## src/rtl/lsu_ctrl_pkg.sv

```systemverilog
`default_nettype none
// ============================================================================
// Module      : lsu_ctrl_pkg
// Description : Shared types for the load/store unit controller: access size,
//               controller state and the latched request bundle, plus the
//               alignment rule used at request accept.
// Revision    : 1.0 - initial release
// ============================================================================
package lsu_ctrl_pkg;

    // Access width encoding as presented on req_size
    typedef enum logic [1:0] {
        SZ_B   = 2'b00,
        SZ_H   = 2'b01,
        SZ_W   = 2'b10,
        SZ_RSV = 2'b11
    } lsu_size_t;

    // Controller sequencing states
    typedef enum logic [1:0] {
        IDLE = 2'b00,
        RD   = 2'b01,
        WR   = 2'b10,
        RESP = 2'b11
    } lsu_state_t;

    // Request fields captured at accept
    typedef struct packed {
        logic        we;
        lsu_size_t   size;
        logic        is_unsigned;
        logic [31:0] addr;
        logic [31:0] wdata;
    } lsu_req_t;

    // True when the size is reserved or the byte address is not naturally aligned
    function automatic logic lsu_misaligned(input lsu_size_t size, input logic [1:0] lo);
        logic r;
        case (size)
            SZ_B:    r = 1'b0;
            SZ_H:    r = lo[0];
            SZ_W:    r = (lo != 2'b00);
            default: r = 1'b1;
        endcase
        return r;
    endfunction

endpackage
`default_nettype wire

```

## src/rtl/lsu_ctrl_lane.sv

```systemverilog
`default_nettype none
// ============================================================================
// Module      : lsu_ctrl_lane
// Description : Combinational lane steering. Extracts and sign/zero-extends
//               the addressed byte/half of a memory word for loads, and merges
//               right-justified store data into the addressed lane of an old
//               word for sub-word read-modify-write stores. Little-endian.
// Revision    : 1.0 - initial release
// ============================================================================
module lsu_ctrl_lane
    import lsu_ctrl_pkg::*;
(
    input  lsu_size_t   size,
    input  logic        is_unsigned,
    input  logic [1:0]  addr_lo,
    input  logic [31:0] rword,
    input  logic [31:0] wdata,
    output logic [31:0] load_data,
    output logic [31:0] merge_word
);

    logic [4:0]  w_sh;
    logic [31:0] w_shifted;
    logic [31:0] w_mask;
    logic [31:0] w_ins;

    // Lane shift: byte lane addr[1:0]*8, half lane addr[1]*16
    always_comb begin
        w_sh = 5'd0;
        case (size)
            SZ_B:    w_sh = {addr_lo, 3'b000};
            SZ_H:    w_sh = {addr_lo[1], 4'b0000};
            default: w_sh = 5'd0;
        endcase
    end

    assign w_shifted = rword >> w_sh;

    // Load extraction with extension selected by is_unsigned
    always_comb begin
        load_data = rword;
        case (size)
            SZ_B:    load_data = {{24{~is_unsigned & w_shifted[7]}},  w_shifted[7:0]};
            SZ_H:    load_data = {{16{~is_unsigned & w_shifted[15]}}, w_shifted[15:0]};
            default: load_data = rword;
        endcase
    end

    // Byte-enable merge of new store data into the old word
    always_comb begin
        w_mask = 32'hFFFF_FFFF;
        w_ins  = wdata;
        case (size)
            SZ_B: begin
                w_mask = 32'h0000_00FF << w_sh;
                w_ins  = {24'd0, wdata[7:0]} << w_sh;
            end
            SZ_H: begin
                w_mask = 32'h0000_FFFF << w_sh;
                w_ins  = {16'd0, wdata[15:0]} << w_sh;
            end
            default: begin
                w_mask = 32'hFFFF_FFFF;
                w_ins  = wdata;
            end
        endcase
    end

    assign merge_word = (rword & ~w_mask) | (w_ins & w_mask);

endmodule
`default_nettype wire

```

## src/rtl/lsu_ctrl.sv

```systemverilog
`default_nettype none
// ============================================================================
// Module      : lsu_ctrl
// Description : Load/store initiator between EX and the data-memory stage.
//               Accepts one request at a time, issues word-addressed memory
//               accesses (read-modify-write for byte/half stores) and returns
//               extended load data or an error response.
//               Optional build macro LSU_BOUNDS_CHECK_EN adds a range check of
//               the word address against MEM_WORDS.
// Revision    : 1.0 - initial release
// ============================================================================
module lsu_ctrl
    import lsu_ctrl_pkg::*;
#(
    parameter int MEM_AW    = 10,
    parameter int MEM_WORDS = 1024
) (
    input  logic              clk,
    input  logic              reset,
    input  logic              req_valid,
    output logic              req_ready,
    input  logic              req_we,
    input  logic [1:0]        req_size,
    input  logic              req_unsigned,
    input  logic [31:0]       req_addr,
    input  logic [31:0]       req_wdata,
    output logic              resp_valid,
    input  logic              resp_ready,
    output logic [31:0]       resp_rdata,
    output logic              resp_err,
    output logic              mem_rw,
    output logic [MEM_AW-1:0] mem_addr,
    output logic [31:0]       mem_wdata,
    input  logic [31:0]       mem_rdata
);

`ifdef LSU_BOUNDS_CHECK_EN
    localparam logic c_BOUNDS_EN = 1'b1;
`else
    localparam logic c_BOUNDS_EN = 1'b0;
`endif

    localparam logic [31:0] c_MEM_WORDS = 32'(MEM_WORDS);

    lsu_state_t  r_state;
    lsu_req_t    r_req;
    lsu_req_t    w_req;
    logic        w_range_err;
    logic        w_err;
    logic [31:0] w_load_data;
    logic [31:0] w_merge_word;

    assign w_req.we          = req_we;
    assign w_req.size        = lsu_size_t'(req_size);
    assign w_req.is_unsigned = req_unsigned;
    assign w_req.addr        = req_addr;
    assign w_req.wdata       = req_wdata;

    // Out-of-range word address only counts when the range check is built in
    assign w_range_err = c_BOUNDS_EN & ({2'b00, req_addr[31:2]} >= c_MEM_WORDS);
    assign w_err       = lsu_misaligned(w_req.size, req_addr[1:0]) | w_range_err;

    // Address bits above the memory window alias onto it
    generate
        if (MEM_AW < 30) begin : g_alias
            logic w_unused_hi;
            assign w_unused_hi = ^r_req.addr[31:MEM_AW+2];
        end
    endgenerate

    lsu_ctrl_lane u_lane (
        .size        (r_req.size),
        .is_unsigned (r_req.is_unsigned),
        .addr_lo     (r_req.addr[1:0]),
        .rword       (mem_rdata),
        .wdata       (r_req.wdata),
        .load_data   (w_load_data),
        .merge_word  (w_merge_word)
    );

    // Request sequencer: all handshake and memory-side outputs are registered
    always_ff @(posedge clk or posedge reset) begin
        if (reset) begin
            r_state    <= IDLE;
            r_req      <= '0;
            req_ready  <= 1'b1;
            resp_valid <= 1'b0;
            resp_rdata <= 32'd0;
            resp_err   <= 1'b0;
            mem_rw     <= 1'b0;
            mem_addr   <= '0;
            mem_wdata  <= 32'd0;
        end else begin
            case (r_state)
                IDLE: begin
                    if (req_valid && req_ready) begin
                        r_req     <= w_req;
                        req_ready <= 1'b0;
                        if (w_err) begin
                            // Rejected requests never reach memory
                            r_state    <= RESP;
                            resp_valid <= 1'b1;
                            resp_err   <= 1'b1;
                            resp_rdata <= 32'd0;
                        end else if (req_we && (w_req.size == SZ_W)) begin
                            r_state   <= WR;
                            mem_rw    <= 1'b1;
                            mem_addr  <= req_addr[MEM_AW+1:2];
                            mem_wdata <= req_wdata;
                        end else begin
                            // Loads, and the read half of sub-word stores
                            r_state  <= RD;
                            mem_addr <= req_addr[MEM_AW+1:2];
                        end
                    end
                end
                RD: begin
                    if (r_req.we) begin
                        r_state   <= WR;
                        mem_rw    <= 1'b1;
                        mem_wdata <= w_merge_word;
                    end else begin
                        r_state    <= RESP;
                        mem_addr   <= '0;
                        resp_valid <= 1'b1;
                        resp_err   <= 1'b0;
                        resp_rdata <= w_load_data;
                    end
                end
                WR: begin
                    r_state    <= RESP;
                    mem_rw     <= 1'b0;
                    mem_addr   <= '0;
                    mem_wdata  <= 32'd0;
                    resp_valid <= 1'b1;
                    resp_err   <= 1'b0;
                    resp_rdata <= 32'd0;
                end
                RESP: begin
                    if (resp_ready) begin
                        r_state    <= IDLE;
                        resp_valid <= 1'b0;
                        resp_err   <= 1'b0;
                        resp_rdata <= 32'd0;
                        req_ready  <= 1'b1;
                    end
                end
                default: begin
                    r_state <= IDLE;
                end
            endcase
        end
    end

endmodule
`default_nettype wire
```

## config.mk

```make
export PLATFORM = sky130hd
export DESIGN_NAME = lsu_ctrl
export DESIGN_NICKNAME = d
export VERILOG_FILES = /design/src/rtl/lsu_ctrl_pkg.sv /design/src/rtl/lsu_ctrl_lane.sv /design/src/rtl/lsu_ctrl.sv
export SDC_FILE = /design/constraint.sdc
export NUM_CORES = 1
export LEC_CHECK = 0
export CAP_MARGIN = 20
export CORE_MARGIN = 8
export CORE_UTILIZATION = 44
export DETAILED_ROUTE_END_ITERATION = 10
export PLACE_DENSITY = 0.77
export SLEW_MARGIN = 20
export SYNTH_ARGS = -nofsm -noshare
export SYNTH_HDL_FRONTEND = slang
export SYNTH_HIERARCHICAL = 1
export SYNTH_SLANG_ARGS = --single-unit
export TNS_END_PERCENT = 50
```

## constraint.sdc

```tcl
create_clock -name clk -period 4.56 [get_ports clk]
set_input_delay 1.368 -clock clk [delete_from_list [all_inputs] [get_ports clk]]
set_output_delay 1.368 -clock clk [all_outputs]
set_load 0.05 [all_outputs]
```

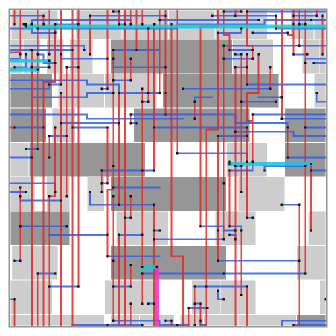
Figure 1: run 1, zoomed window.
Window x 56 to 81, y 29 to 54 µm. Cells in grey, sequential cells in the stronger grey; small squares are vias.
Red is met2. Cyan is met3. Magenta is met4. Blue is met1.
Sequential cells in the window: 7. Most frequent: clkdlybuf4s50_1 (7), dfrtp_1 (6). Netlist names of flops here include r_req (4), resp_rdata (2). 34 logic cells have their middle in the window.

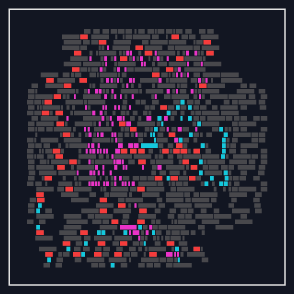
Figure 2: run 1, gate-type map.
Drawn at 2 px/µm.
Magenta is NAND gates, cells 134, most used nand2_1. Cyan is NOR gates, cells 48, most used nor2b_1. Red is multiplexers, cells 68, most used mux2_1.
most frequent standard cell in the layout excluding fill and tap cells: sky130_fd_sc_hd__clkdlybuf4s50_1
Comb/total area: 0.357
final cell count without fillers: 1017

==> notes.md, run 1 <==
Here are the numbers from the latest Yosys + OpenROAD run.

The y dimension of the die is 137 µm. The area of placed instances came out at 0.00818 mm². Of the total power, the clock network draws 0.179. The placeable core area is 0.0144 mm². The critical hold path startpoint is r_req[21]. The largest fanout on the critical path came out at 33. The kind of cell adding the most delay to the critical path is simple AND/OR/NAND/NOR gates. Looking at the cell usage after synthesis, the top flip-flop cell is sky130_fd_sc_hd__dfrtp_1. Clock tree synthesis selected as its root buffer the cell sky130_fd_sc_hd__clkbuf_16. The measured slew at the worst slew-check pin is 1080 ps. The die outline area is 0.0188 mm². The DRC violations left is 0. The worst setup path is launched from an input port.

The buffer depth of the longest clock path is 2. The dominant cell type by area after synthesis is sky130_fd_sc_hd__dfrtp_1. The power of the combinational group came out at approximately 0.0044 W. The cell sequence reported for the critical path is clkdlybuf4s50_1 > nand2_1 > o21ai_0 > nand4b_4 > mux2_1. The flow ran to the end, and the final reports show no timing, DRC or antenna violations. Per the synth stats, the proportion of register bits with asynchronous set or reset is 1.00. The capture point of the worst register-to-register path is recorded as mem_wdata[12]. The worst hold path terminates at r_req[21]. The synthesis stats list as the most numerous cell sky130_fd_sc_hd__dfrtp_1. For this design, the slowest cell found on the critical path is sky130_fd_sc_hd__nand4b_4. The leakage power of the design is 3.89 nW.

The report lists the power per cell area as 877 mW/mm². The switching power total came out at 0.00364 W. In the final layout, excluding clock inverters the inverter count is 42. The buffer-and-inverter tally for the worst setup path is 1. Once iteration 0 of detailed routing completed, the report listed 564 DRC markers. The total via count in the routed design is 5685. The number of cells on the worst reg-to-reg path is 8. Sorting the synthesized cells by how often they occur yields sky130_fd_sc_hd__dfrtp_1, sky130_fd_sc_hd__o21ai_0, sky130_fd_sc_hd__nand2_1. The sequential-to-total area share from yosys stat is 0.457.

The share of the core filled by cells before placement is 0.448. The number of H-tree branching levels is 4. The well tap count came out at 184.
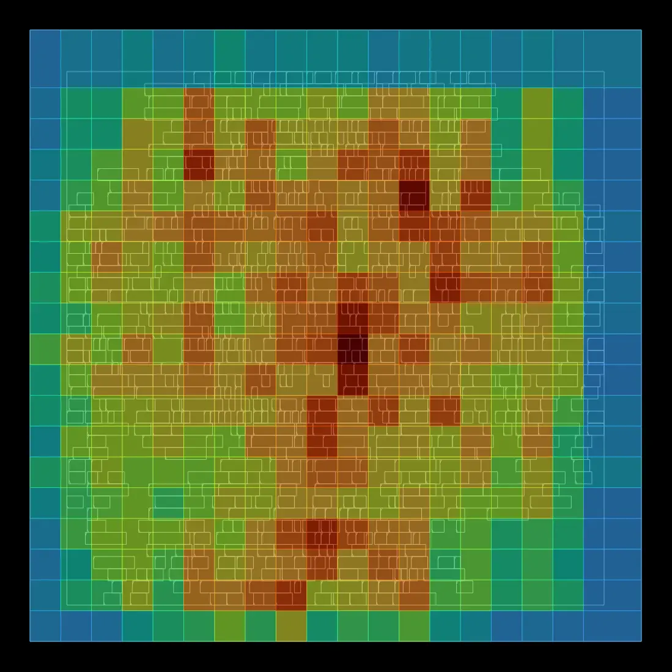
Figure 3: run 1, routing congestion map.
final core utilization: 0.609
global-route track usage on met1: 0.289
most used routing layer in global routing: met2
global-route met2 utilization: 0.314

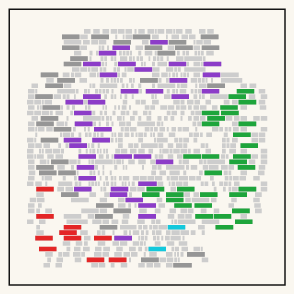
Figure 4: run 1, sequential cells grouped by signal name.
Drawn at 2 px/µm.
Green is resp_rdata, flops 32. Red is mem_addr, flops 10, where bottom left. Purple is r_req, flops 38. Cyan is r_state, flops 2.
sequential cell area share: 0.336
Seq. cell area: 0.00296 mm²
sequential power: 0.00195 W

run 1: cell families (layout without fill, tap and decap cells):
kind of cell,Yosys count,count (layout),share of synthesized area
buffers and inverters,93,245,0.0579
DFF,118,118,0.457
muxes,68,68,0.115
AOI/OAI and AO/OA,212,212,0.215
adders and majority gates,5,5,0.00968
and+or+nand+nor,185,185,0.145
run 1: state kept, by name (all words and copies together) (netlist names):
name	cells
r_state	2
mem_addr	10
r_req	38
resp_err	1
resp_rdata	32
resp_valid	1
req_ready	1
mem_rw	1
mem_wdata	32
Figure 5. Ports around the boundary (run 1).
Drawn at 3 px/µm. Pins as bars across the die edge, other pins in grey.
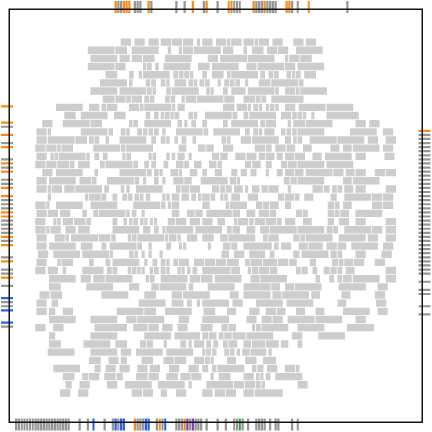

==> run 2, diff against run 1 <==
Clock period 4.56 ns to 2.86 ns, I/O delays scaled along.
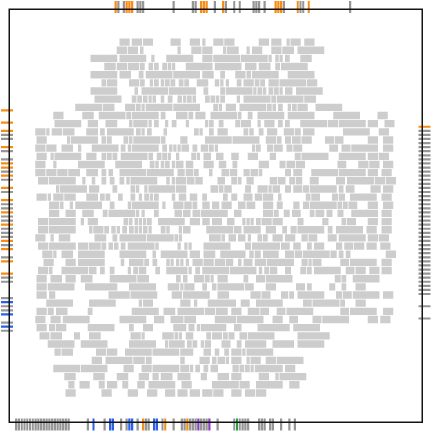
Figure 6: run 2, ports around the boundary.
Drawn at 3 px/µm. Pins as bars across the die edge, other pins in grey.
Green is resp_ready, pins 1, direction input, edge bottom. Blue is mem_addr, pins 10, direction output, edge 7 bottom, 3 left. Orange is mem_wdata, pins 32, direction output, edge 15 left, 13 top, 3 bottom, 1 right. Purple is req_size, pins 2, direction input, edge bottom.
All pins by edge: 64 bottom, 44 right, 41 left, 33 top.
number of port buffers: 161
vertical die size: 137 µm
horizontal extent of the die: 137 µm

==> run 2 against run 1 <==
Combinational power increased by 65%. Via count increased by 2.8%. Sequential share of layout area decreased by 0.56 points. Clock skew decreased by 1.5 ps. Power increased by 62%. Largest cell class unchanged.
==> notes.md, run 2 <==
Here are the numbers from the latest Yosys + OpenROAD run.

The endpoint identified for the worst register-to-register timing path is mem_wdata[21]. The share of the core filled by cells before placement came to 0.448 (unchanged). In the final layout, the registers with the most flip-flops are r_req x38, mem_wdata x32, resp_rdata x32. The die outline area is 0.0188 mm² (unchanged). The buffer cell driving the clock tree root is sky130_fd_sc_hd__clkbuf_16. The well tap count is 184 (unchanged).

By instance count, the leading cell after synthesis is sky130_fd_sc_hd__dfrtp_1. The layer with the highest usage is met2. The power per cell area came out at 1400 mW/mm² (+59%).

The kind of cell adding the most delay to the critical path is buffers and inverters. The met1 usage in global routing came out at 0.291 (+0.00221). r_req holds more flip-flops than any other register. The run finished with clean final reports. The fraction of registers with async set or reset after synthesis came out at 1.00 (unchanged).

Sorting the synthesized cells by how often they occur yields sky130_fd_sc_hd__dfrtp_1, sky130_fd_sc_hd__o21ai_0, sky130_fd_sc_hd__nand2_1. The total via count in the routed design came out at 5846 (+2.8%). Among the non-sequential cells, AND-OR/OR-AND gates take the most area.

The area of placed instances came out at 0.00834 mm² (+2.0%). Looking at area per cell type in the netlist, the leader is sky130_fd_sc_hd__dfrtp_1. The synthesized-area fraction occupied by and/or/nand/nor cells is 0.145 (unchanged).

The main flop type is sky130_fd_sc_hd__dfrtp_1. The endpoint of the worst hold-timing path is r_req[17]. STA classifies the critical path startpoint as a flop. The number of flip-flops in the largest register came to 38 (unchanged). The area fraction in mux cells came out at 0.115 (unchanged). The number of H-tree branching levels is 4 (unchanged).
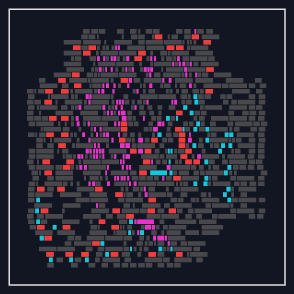
Figure 7: run 2, gate-type map.
Drawn at 2 px/µm.
Red is multiplexers, cells 68, most used mux2_1. Cyan is NOR gates, cells 48, most used nor2b_1. Magenta is NAND gates, cells 134, most used nand2_1.
Comb/total area: 0.351
final cell count without fillers: 1033

-- run 2: cell count changes in the layout (fill, tap and decap cells not counted), sizes merged --
| cell | change |
|---|---|
| inv | -1 |
| clkinvlp | +1 |
| clkbuf | -1 |
| buf | +15 |
| diode | +1 |
| clkinv | +1 |
-- run 2: worst reg2reg max path, stage by stage (launching register included) --
cell and delay (ps):
sky130_fd_sc_hd__dfrtp_1 770, sky130_fd_sc_hd__nand2_1 500, sky130_fd_sc_hd__mux2i_1 390, sky130_fd_sc_hd__o21ai_0 150
sky130_fd_sc_hd__nand3_1 100, sky130_fd_sc_hd__o21ai_0 80, sky130_fd_sc_hd__mux2_1 290
-- run 2: power breakdown --
part	switching, W	internal [W]
combinational	0.00448	0.00276
sequential	0.000631	0.00247
clock	0.000735	0.00140
total	0.00584	0.00663
No activity file was given, so power comes from the tool's default toggle rates.
